==> config.mk <==
export PLATFORM = sky130hd
export DESIGN_NAME = db_to_power
export DESIGN_NICKNAME = d
export VERILOG_FILES = /design/src/rtl/dsp_db_pkg.sv /design/src/rtl/exp2_frac_lut.sv /design/src/rtl/db_to_power.sv
export SDC_FILE = /design/constraint.sdc
export NUM_CORES = 1
export LEC_CHECK = 0
export ABC_AREA = 1
export CORE_MARGIN = 2
export CORE_UTILIZATION = 50
export CTS_BUF_LIST = sky130_fd_sc_hd__clkbuf_8 sky130_fd_sc_hd__clkbuf_16
export DETAILED_ROUTE_END_ITERATION = 16
export PLACE_DENSITY = 0.68
export SLEW_MARGIN = 20
export SYNTH_ARGS = -nofsm -noshare
export SYNTH_HDL_FRONTEND = slang
export SYNTH_HIERARCHICAL = 1
export SYNTH_SLANG_ARGS = --single-unit
==> constraint.sdc <==
create_clock -name clk -period 5.75 [get_ports clk]
set_clock_uncertainty 0.2 [all_clocks]
set_input_delay 0.575 -clock clk [delete_from_list [all_inputs] [get_ports clk]]
set_output_delay 0.575 -clock clk [all_outputs]
set_load 0.01 [all_outputs]
### Clock network drawn from the DEF

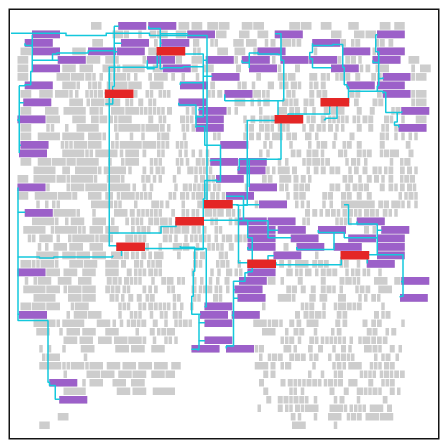
[cyan] clock wires | length: 1300 µm
[red] clock-net drivers | count: 9
[purple] flip-flops | count: 90
routed clock nets: 10
flops lie: spread over the die
clock group power: 627 µW
clock network power share: 10.7%
Late-Pin Clk Latency: 0.36 ns

### Logic cells by family

Scale bar: 50 µm.
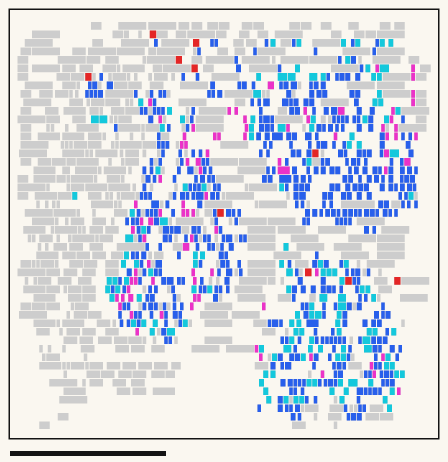
[red] and/or cells | cells: 10
[blue] nand cells | cells: 520
[cyan] aoi and oai cells | cells: 140
[magenta] nor cells | cells: 84
Comb/total area: 57.8%
Commonest Layout Cell: nand2_1

==> impl_metrics.py <==
# Auto-generated metrics
metrics = {
    "drt": {
        "wl_per_cell_um": 15.2,
        "vias": 8095,
        "dr.first_iter.drc_count": 888,
        "route.detailed.drc": 0,
        "vias_per_cell": 5.45,
        "dr.pass1.iters": 5,
    },
    "die": {
        "die_w_um": 137,
        "fp_util_pct": 51.1,
        "io_pins": 53,
    },
    "layout": {
        "largest_reg_flops": 32,
        "syn2layout_area_growth_pct": 9.61,
        "final-comb-area_mm2": 0.00561,
        "flop_area_mm2": 0.00225,
        "nNetsFinal": 1425,
        "final_cell_mix": "nand2_1 (325), inv_1 (173), nand3_1 (171)",
        "n_antenna_cell": 0,
    },
    "clock_network": {
        "clk_pin_slew_worst_paths_ns": 0.07,
        "cts.sinks": 90,
        "clock_path_buffers": 2,
        "cts_setup_buffers": 0,
        "cts_root_buffer": "clkbuf_16",
        "cts-resized-gates": 0,
    },
    "final_timing": {
        "final.min_clock_period_ns": 4.72,
        "final.period_utilization_pct": 82.1,
        "tightest_slew_ns": 0.998,
        "tns_ns": 0,
        "max_slew_margin_pct": 33.5,
        "slew_violations": 0,
        "fmax_mhz": 212,
        "final-hold-violation-count": 0,
    },
    "critical_path": {
        "rr_worst_depth": 22,
        "endpoint_kind": "flop",
        "slowest_delay_ns": 0.49,
    },
    "flow_run": {
        "cap_violations": 0,
    },
    "power": {
        "power_density_mw_per_mm2": 605,
        "pwr-share-seq_pct": 20.9,
        "p_switching_mw": 3.19,
        "p_int_mw": 2.67,
    },
    "grt": {
        "grt.total_usage_pct": 24.9,
        "antenna_found_initial": 0,
    },
    "yosys": {
        "avgSynthCellArea_um2": 7.14,
    },
    "status": {
        "status": "complete, no violations",
    },
    "placed_design": {
        "place_hpwl_um": 18000,
    },
    "hold_path": {
        "worstHoldPathCells": 0,
    },
}
[worst reg2reg max path, stage by stage, from the launching register on]
cell	delay, ns
dfrtp_1	0.41
ha_1	0.34
inv_1	0.07
nand2_1	0.08
and2_1	0.15
ha_1	0.33
xnor2_1	0.15
ha_1	0.30
fa_1	0.47
ha_1	0.29
inv_1	0.05
fa_1	0.49
inv_1	0.04
ha_1	0.30
nand2_1	0.10
nor2_1	0.24
inv_1	0.09
nor2_1	0.12
nand2_1	0.07
nor2_1	0.12
nor2_1	0.08
nand3_1	0.07
nand2_1	0.06
[metal layers]
| layer | vias up | GRT usage (%) | share of wire, % |
|---|---|---|---|
| met3 | 58 | 3.44 | 5.0 |
| met2 | 291 | 42.9 | 49 |
| met4 | 0 | 8.30 | 2.8 |
| met1 | 3728 | 32.2 | 43 |
| li1 | 4018 | - | - |
| met5 | - | 0 | 0 |
[power groups by stage]
stage,Sequential (mW),Combinational [mW],Clock [mW]
6_report,1.23,4.01,0.627
2_1_floorplan,1.08,3.02,0
3_3_place_gp,1.23,3.89,0
4_1_cts,1.23,3.95,0.639
5_1_grt,1.27,4.50,0.665
3_5_place_dp,1.24,3.91,0
[area by class of cell]
| type | count | area share, % |
|---|---|---|
| flip-flops and latches | 90 | 23.2 |
| repair buffers | 55 | 5.60 |
| multi-input cells | 916 | 57.8 |
| well taps | 225 | 2.90 |
| clock inverters | 6 | 0.749 |
| clock buffers | 10 | 2.47 |
| inverters | 184 | 7.22 |
[through the flow]
stage,total power [mW],worst slack [ns],util (%),instance area (µm²),std cells
2_1_floorplan,4.10,1.36,-,8840,1238
3_3_place_gp,5.12,1.18,54.2,9380,1470
3_5_place_dp,5.15,1.10,54.2,9380,1470
4_1_cts,5.81,1.07,56.0,9690,1486
5_1_grt,6.43,0.717,56.0,9690,1486
6_report,5.86,1.03,56.0,9690,1486
Power and IR drop assume default switching activity.
